**config.mk**
```make
export PLATFORM = sky130hd
export DESIGN_NAME = coin_session_ctrl_flat
export DESIGN_NICKNAME = d
export VERILOG_FILES = /design/src/rtl/coin_session_ctrl_if.sv /design/src/rtl/coin_session_ctrl.sv /design/src/flat_wrapper.sv
export SDC_FILE = /design/constraint.sdc
export NUM_CORES = 1
export LEC_CHECK = 0
export CAP_MARGIN = 20
export CORE_UTILIZATION = 30
export DETAILED_ROUTE_END_ITERATION = 16
export PLACE_DENSITY = 0.58
export SYNTH_ARGS = -nofsm -noshare
export SYNTH_HDL_FRONTEND = slang
export SYNTH_SLANG_ARGS = --single-unit
```
**constraint.sdc**
```tcl
create_clock -name i_clk -period 5.8 [get_ports i_clk]
set_clock_uncertainty 0.15 [all_clocks]
set_input_delay 0.87 -clock i_clk [delete_from_list [all_inputs] [get_ports i_clk]]
set_output_delay 0.87 -clock i_clk [all_outputs]
set_load 0.005 [all_outputs]
```
**src/rtl/coin_session_ctrl_if.sv**
```systemverilog
// Coin/start inputs, counter digit readback and session control outputs of coin_session_ctrl.
// The master modport drives the operator and counter side; the slave modport is the controller.
interface coin_session_ctrl_if;
    logic       i_coin;
    logic       i_start;
    logic [3:0] i_mode_sel;
    logic [3:0] i_sec_ones;
    logic [3:0] i_sec_tens;
    logic [3:0] i_min_ones;
    logic [3:0] o_counter_input;
    logic       o_counter_enable;
    logic       o_counter_clear;
    logic [3:0] o_credit;
    logic       o_busy;
    logic       o_done;
    logic       o_coin_reject;

    modport master (
        output i_coin, i_start, i_mode_sel, i_sec_ones, i_sec_tens, i_min_ones,
        input  o_counter_input, o_counter_enable, o_counter_clear,
        input  o_credit, o_busy, o_done, o_coin_reject
    );

    modport slave (
        input  i_coin, i_start, i_mode_sel, i_sec_ones, i_sec_tens, i_min_ones,
        output o_counter_input, o_counter_enable, o_counter_clear,
        output o_credit, o_busy, o_done, o_coin_reject
    );
endinterface

```
**src/rtl/coin_session_ctrl.sv**
```systemverilog
// Credit-based session controller for the coin timer: start edge -> Busy/enable next cycle,
// limit -> enable drops same cycle, Done next cycle. No backpressure; every edge is acted on at once.
module coin_session_ctrl #(
    parameter int PRICE_SHORT = 1,
    parameter int PRICE_LONG  = 3,
    parameter int MAX_CREDIT  = 15
) (
    input  logic                i_clk,
    input  logic                i_reset,
    coin_session_ctrl_if.slave  io_bus
);

    typedef enum logic [1:0] {
        ST_IDLE = 2'd0,
        ST_RUN  = 2'd1,
        ST_DONE = 2'd2
    } state_t;

    state_t     r_state;
    state_t     w_state_next;
    logic       r_coin_q;
    logic       r_start_q;
    logic [3:0] r_credit;
    logic [3:0] r_counter_input;
    logic       r_busy;
    logic       r_done;
    logic       r_clear;
    logic       r_coin_reject;

    logic       w_coin_edge;
    logic       w_start_edge;
    logic [3:0] w_price;
    logic       w_accept;
    logic       w_coin_add;
    logic       w_coin_reject;
    logic [3:0] w_charge;
    logic [3:0] w_credit_next;
    logic       w_limit_hit;

    assign w_coin_edge  = io_bus.i_coin & ~r_coin_q;
    assign w_start_edge = io_bus.i_start & ~r_start_q;
    assign w_price      = (io_bus.i_mode_sel == 4'd1) ? 4'(PRICE_SHORT) : 4'(PRICE_LONG);

    // Out-of-range BCD digits simply never compare equal, so the session keeps running.
    always_comb begin
        w_limit_hit = 1'b0;
        if (r_counter_input == 4'd1)
            w_limit_hit = ({io_bus.i_min_ones, io_bus.i_sec_tens, io_bus.i_sec_ones} == {4'd1, 4'd5, 4'd9});
        else
            w_limit_hit = ({io_bus.i_min_ones, io_bus.i_sec_tens, io_bus.i_sec_ones} == {4'd9, 4'd5, 4'd9});
    end

    always_comb begin
        w_state_next = r_state;
        w_accept     = 1'b0;
        case (r_state)
            ST_IDLE: begin
                if (w_start_edge && (r_credit >= w_price)) begin
                    w_accept     = 1'b1;
                    w_state_next = ST_RUN;
                end
            end
            ST_RUN: begin
                if (w_limit_hit)
                    w_state_next = ST_DONE;
            end
            ST_DONE: w_state_next = ST_IDLE;
            default: w_state_next = ST_IDLE;
        endcase
    end

    // Coin and charge fold into one update; a coin at saturation is refused even alongside a start.
    always_comb begin
        w_coin_add    = w_coin_edge && (r_credit < 4'(MAX_CREDIT));
        w_coin_reject = w_coin_edge && (r_credit >= 4'(MAX_CREDIT));
        w_charge      = w_accept ? w_price : 4'd0;
        w_credit_next = r_credit + {3'd0, w_coin_add} - w_charge;
    end

    always_ff @(posedge i_clk) begin
        if (i_reset) begin
            r_state         <= ST_IDLE;
            r_coin_q        <= io_bus.i_coin;
            r_start_q       <= io_bus.i_start;
            r_credit        <= 4'd0;
            r_counter_input <= 4'd0;
            r_busy          <= 1'b0;
            r_done          <= 1'b0;
            r_clear         <= 1'b0;
            r_coin_reject   <= 1'b0;
        end else begin
            r_state         <= w_state_next;
            r_coin_q        <= io_bus.i_coin;
            r_start_q       <= io_bus.i_start;
            r_credit        <= w_credit_next;
            if (w_accept)
                r_counter_input <= io_bus.i_mode_sel;
            r_busy          <= (w_state_next == ST_RUN);
            r_done          <= (w_state_next == ST_DONE);
            r_clear         <= (w_state_next == ST_DONE);
            r_coin_reject   <= w_coin_reject;
        end
    end

    assign io_bus.o_counter_input  = r_counter_input;
    assign io_bus.o_counter_enable = ~i_reset & (r_state == ST_RUN) & ~w_limit_hit;
    assign io_bus.o_counter_clear  = r_clear | i_reset;
    assign io_bus.o_credit         = r_credit;
    assign io_bus.o_busy           = r_busy;
    assign io_bus.o_done           = r_done;
    assign io_bus.o_coin_reject    = r_coin_reject;

endmodule

```
**src/flat_wrapper.sv**
```systemverilog
// flat-port wrapper written by rule: the top's interface ports become plain ports
module coin_session_ctrl_flat 
#(
    parameter int PRICE_SHORT = 1,
    parameter int PRICE_LONG  = 3,
    parameter int MAX_CREDIT  = 15
)
  (i_clk, i_reset, io_bus_i_coin, io_bus_i_start, io_bus_i_mode_sel, io_bus_i_sec_ones, io_bus_i_sec_tens, io_bus_i_min_ones, io_bus_o_counter_input, io_bus_o_counter_enable, io_bus_o_counter_clear, io_bus_o_credit, io_bus_o_busy, io_bus_o_done, io_bus_o_coin_reject);
  coin_session_ctrl_if io_bus_i ();
  input  logic i_clk;
  input  logic i_reset;
  input wire logic [$bits(io_bus_i.i_coin)-1:0] io_bus_i_coin;
  input wire logic [$bits(io_bus_i.i_start)-1:0] io_bus_i_start;
  input wire logic [$bits(io_bus_i.i_mode_sel)-1:0] io_bus_i_mode_sel;
  input wire logic [$bits(io_bus_i.i_sec_ones)-1:0] io_bus_i_sec_ones;
  input wire logic [$bits(io_bus_i.i_sec_tens)-1:0] io_bus_i_sec_tens;
  input wire logic [$bits(io_bus_i.i_min_ones)-1:0] io_bus_i_min_ones;
  output wire logic [$bits(io_bus_i.o_counter_input)-1:0] io_bus_o_counter_input;
  output wire logic [$bits(io_bus_i.o_counter_enable)-1:0] io_bus_o_counter_enable;
  output wire logic [$bits(io_bus_i.o_counter_clear)-1:0] io_bus_o_counter_clear;
  output wire logic [$bits(io_bus_i.o_credit)-1:0] io_bus_o_credit;
  output wire logic [$bits(io_bus_i.o_busy)-1:0] io_bus_o_busy;
  output wire logic [$bits(io_bus_i.o_done)-1:0] io_bus_o_done;
  output wire logic [$bits(io_bus_i.o_coin_reject)-1:0] io_bus_o_coin_reject;
  assign io_bus_i.i_coin = io_bus_i_coin;
  assign io_bus_i.i_start = io_bus_i_start;
  assign io_bus_i.i_mode_sel = io_bus_i_mode_sel;
  assign io_bus_i.i_sec_ones = io_bus_i_sec_ones;
  assign io_bus_i.i_sec_tens = io_bus_i_sec_tens;
  assign io_bus_i.i_min_ones = io_bus_i_min_ones;
  assign io_bus_o_counter_input = io_bus_i.o_counter_input;
  assign io_bus_o_counter_enable = io_bus_i.o_counter_enable;
  assign io_bus_o_counter_clear = io_bus_i.o_counter_clear;
  assign io_bus_o_credit = io_bus_i.o_credit;
  assign io_bus_o_busy = io_bus_i.o_busy;
  assign io_bus_o_done = io_bus_i.o_done;
  assign io_bus_o_coin_reject = io_bus_i.o_coin_reject;
  coin_session_ctrl #(.PRICE_SHORT(PRICE_SHORT), .PRICE_LONG(PRICE_LONG), .MAX_CREDIT(MAX_CREDIT)) u_core (.i_clk(i_clk), .i_reset(i_reset), .io_bus(io_bus_i));
endmodule
```
==> ci_impl_report.md <==
### Yosys + OpenROAD results

| Metric | Value |
|---|---|
| Start point of the worst hold path | u_core.io_bus.o_counter_input[0] |
| Stages on worst setup path | 5 |
| Adder-Cell Fraction of Synth Area | 16.7% |
| Total number of yosys warnings | 0 |
| Dominant kind of cell by area | logic gates |
| XOR/XNOR Fraction of Synth Area | ~3.3% |
| Inverters excl. clock | 8 |
| Syn Std Cell Area | between 700 and 800 um2 |
| Yosys top cell by instances | dfxtp_1 |
| Routed length on met2 | about 700 um |
| Power after layout | roughly 350 uW |
| Total die size | 2850 um2 |
| Met3 wire length | approximately 86 um |
| Met2 track demand over resource | ~19% |
| Overall die width | roughly 53 um |
| Crit path buf inv count | 3 |
| Mean instance size in the synthesized netlist | 10.2 um2 |
| Endpoint of the worst hold path | u_core.io_bus.o_counter_input[0] |
| Final setup violation count | 0 |
| Synth async-reset ratio | 0% |
| Number of violations of the max-capacitance limit | 0 |
| Aoi/oai-family share of the synthesized area | under 10% |
| Global-route wire length before repair | 2.33 mm |
| Post-cts repair resize count | 0 |
| Vias in the first global route | around 580 |
| Mux share of post-synthesis cell area | 5.05% |
| Count of library flops with an enable pin | 0 |
| Crit Path Class | input pin to primary output |
| HPWL after detailed placement | about 1.2 mm |
| Relative contribution of combinational cells to total power | 45.1% |
| Ranking of synthesized cells by instance count | 15 x dfxtp_1, 9 x ha_1, 9 x nand2_1 |
| P_seq | 133 uW |
| Maximum clock insertion buffer count | 2 |
| Comb area | approximately 450 um2 |
| Classification of the worst-slack hold path | register to register |
| Global Route Usage Sum | roughly 11% |
| Main power-consuming group | combinational cells |
| Net Sw Frac | roughly a third |
| Count of buffers from port buffering | 32 |
| GRT busiest layer | met2 |
| Number of logged tool warnings | 28 |
| Reg-to-reg startpoint | u_core.r_state[0] |
| Endpoints failing hold | 0 |
| Final-layout clock-cell area share | around 2.3% |
| Fraction of layout cells with a size suffix above 1 | about 7.1% |
| DRC violations left | 0 |
| Area taken by flip-flops and latches | 300 um2 |
| Post-CTS repair timing setup buffer count | 0 |
| Setup TNS after final layout | 0 ns |
| Number of well taps | 30 |
| Number of DRC violations after detailed-routing iteration 0 | 6 |
| CP max stage delay | approximately 0.54 ns |
| Top routing layer in use | met4 |
| Most area-consuming cells after synthesis | dfxtp_1 38%, ha_1 14%, mux2i_1 5.0%, nand2_1 4.3%, inv_1 3.8% |
| Final hold slack | roughly 0.33 ns |
| Synthesis-to-layout area growth | 46.8% |
| Aggregate global routing overflow | 0 |
| Cell repeated most along the worst path | clkdlybuf4s50_1 |
| Reg power frac | 38.0% |
| Placed cell count | between 100 and 150 |
| Count of instantiated cells in the yosys netlist | roughly 80 |
| #MultiIn Comb | between 50 and 60 |
| Post-synth cell types | 27 |
| Type of destination of the critical path | primary output |
| Total of hold buffers inserted after clock tree synthesis | 0 |
| Gate count after technology mapping | approximately 78 |
| Number of flip-flops and latches in the synthesized netlist | 15 |
| Synthesis area per yosys | about 800 um2 |
| Critical Path Source | i_reset |
| Master cell of the clock root buffer | clkbuf_4 |
| List of cells traversed by the critical path | clkdlybuf4s50_1 -> inv_1 -> nand3b_1 -> nor2_1 -> clkdlybuf4s50_1 |
| Destination of the critical timing path | io_bus_o_counter_enable |
| Min cycle time layout | approximately 3.6 ns |
| Floorplan die height | 53.4 um |
| Dominant logic cell types in the final layout | 32 x clkdlybuf4s50_1, 15 x dfxtp_1, 9 x nand2_1, 9 x ha_1, 8 x inv_1 |
| Worst reg-to-reg path cell count | 9 |
| Post-place instance area | ~1100 um2 |
| Starting Density | between 30 and 40% |
| Peak clock frequency supported by timing | 279 MHz |
| Capture instance of the worst register-to-register path | u_core.io_bus.o_credit[3] |
| Initial antenna violation count | 0 |
| Worst IR Drop VDD | roughly 180 uV |
| Multi-input logic portion of the cell area | about two fifths |
| Cell-internal power | 239 uW |
| Proportion of synthesized chip area in sequential cells | around 38% |
| Pwr dens | 301 nW/um2 |
| Most common library cell in the layout ignoring fill and taps | clkdlybuf4s50_1 |
| Worst hold path cell count | 2 |
| Worst Setup Start Kind | input pin |
| Top-area cell share | between 30% and 40% |
| Status | complete, no violations |
| Final GP Congestion | 0.662 |
| Fin nets | between 100 and 150 |
| Final-layout non-clock buffer area share | between 20% and 30% |
| Flip-flop cell with the highest count after synthesis | dfxtp_1 |
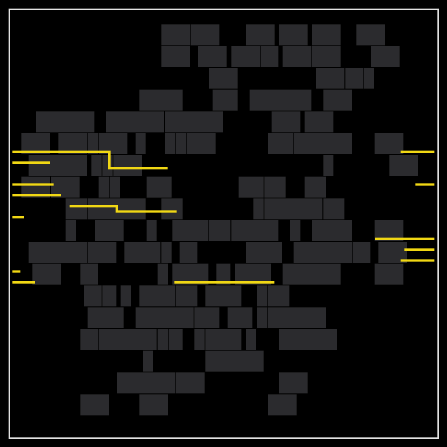
Fig. 1. M3 wires.
Scale: 8 px per um. Cells faint in the background.
wire length on this layer	86.9 um
longest straight run	12.2 um
share of all routed wire	5.9%
main direction	horizontal
nets with wire on the layer	13
met3 Use GR: 4.31%
total via count after detailed routing: 638
total wire length after detailed routing: 1.46 mm

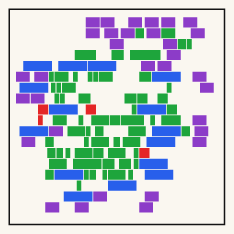
Fig. 2. Cell classes on the final placement.
Scale: 4 px per um.
color	class	cells
blue	registers	15
red	clock drivers and dummy loads	4
purple	remaining buffers and delay cells	32
green	remaining logic cells	62
Design Area, Final: 1160 um2
number of placement rows: 18
utilization after layout: 47.0%
core box area: 2480 um2

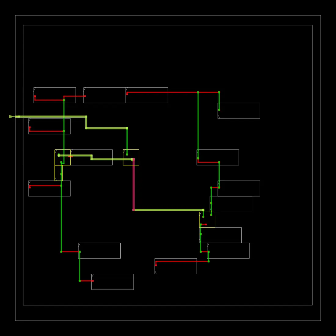
Fig. 3. Clock nets.
CTS buffer count: 3
Sinks on Clock Net: 15
clock buf count: 4
final sequential cell count: 15
clock latency on the worst-skew pair: 0.28 ns

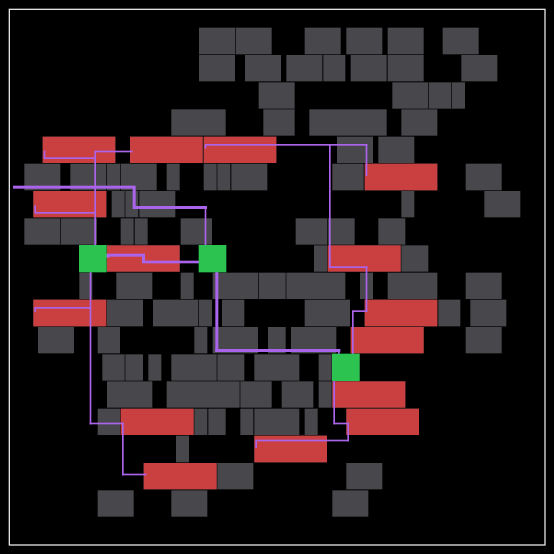
Fig. 4. Clock wires, drivers and flops.
Scale: 10 px per um.
[purple] clock wires | length: 188 um
[red] flip-flops | count: 15
[green] clock-net drivers | count: 3
routed clock nets	4
P_clk: 59.4 uW
relative contribution of the clock network to total power: 16.9%

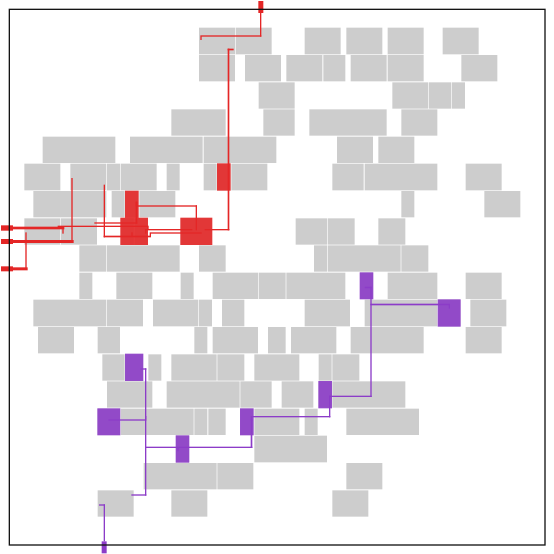
Fig. 5. I/O nets highlighted.
Scale: 10 px per um.
color	port	bits	direction	end cells	buffers	wire
red	io_bus_i_mode_sel	4	input	5	4	96.1 um
purple	i_reset	1	input	7	1	70.1 um

Power figures rest on the tool's default switching activity, not on a simulated workload.
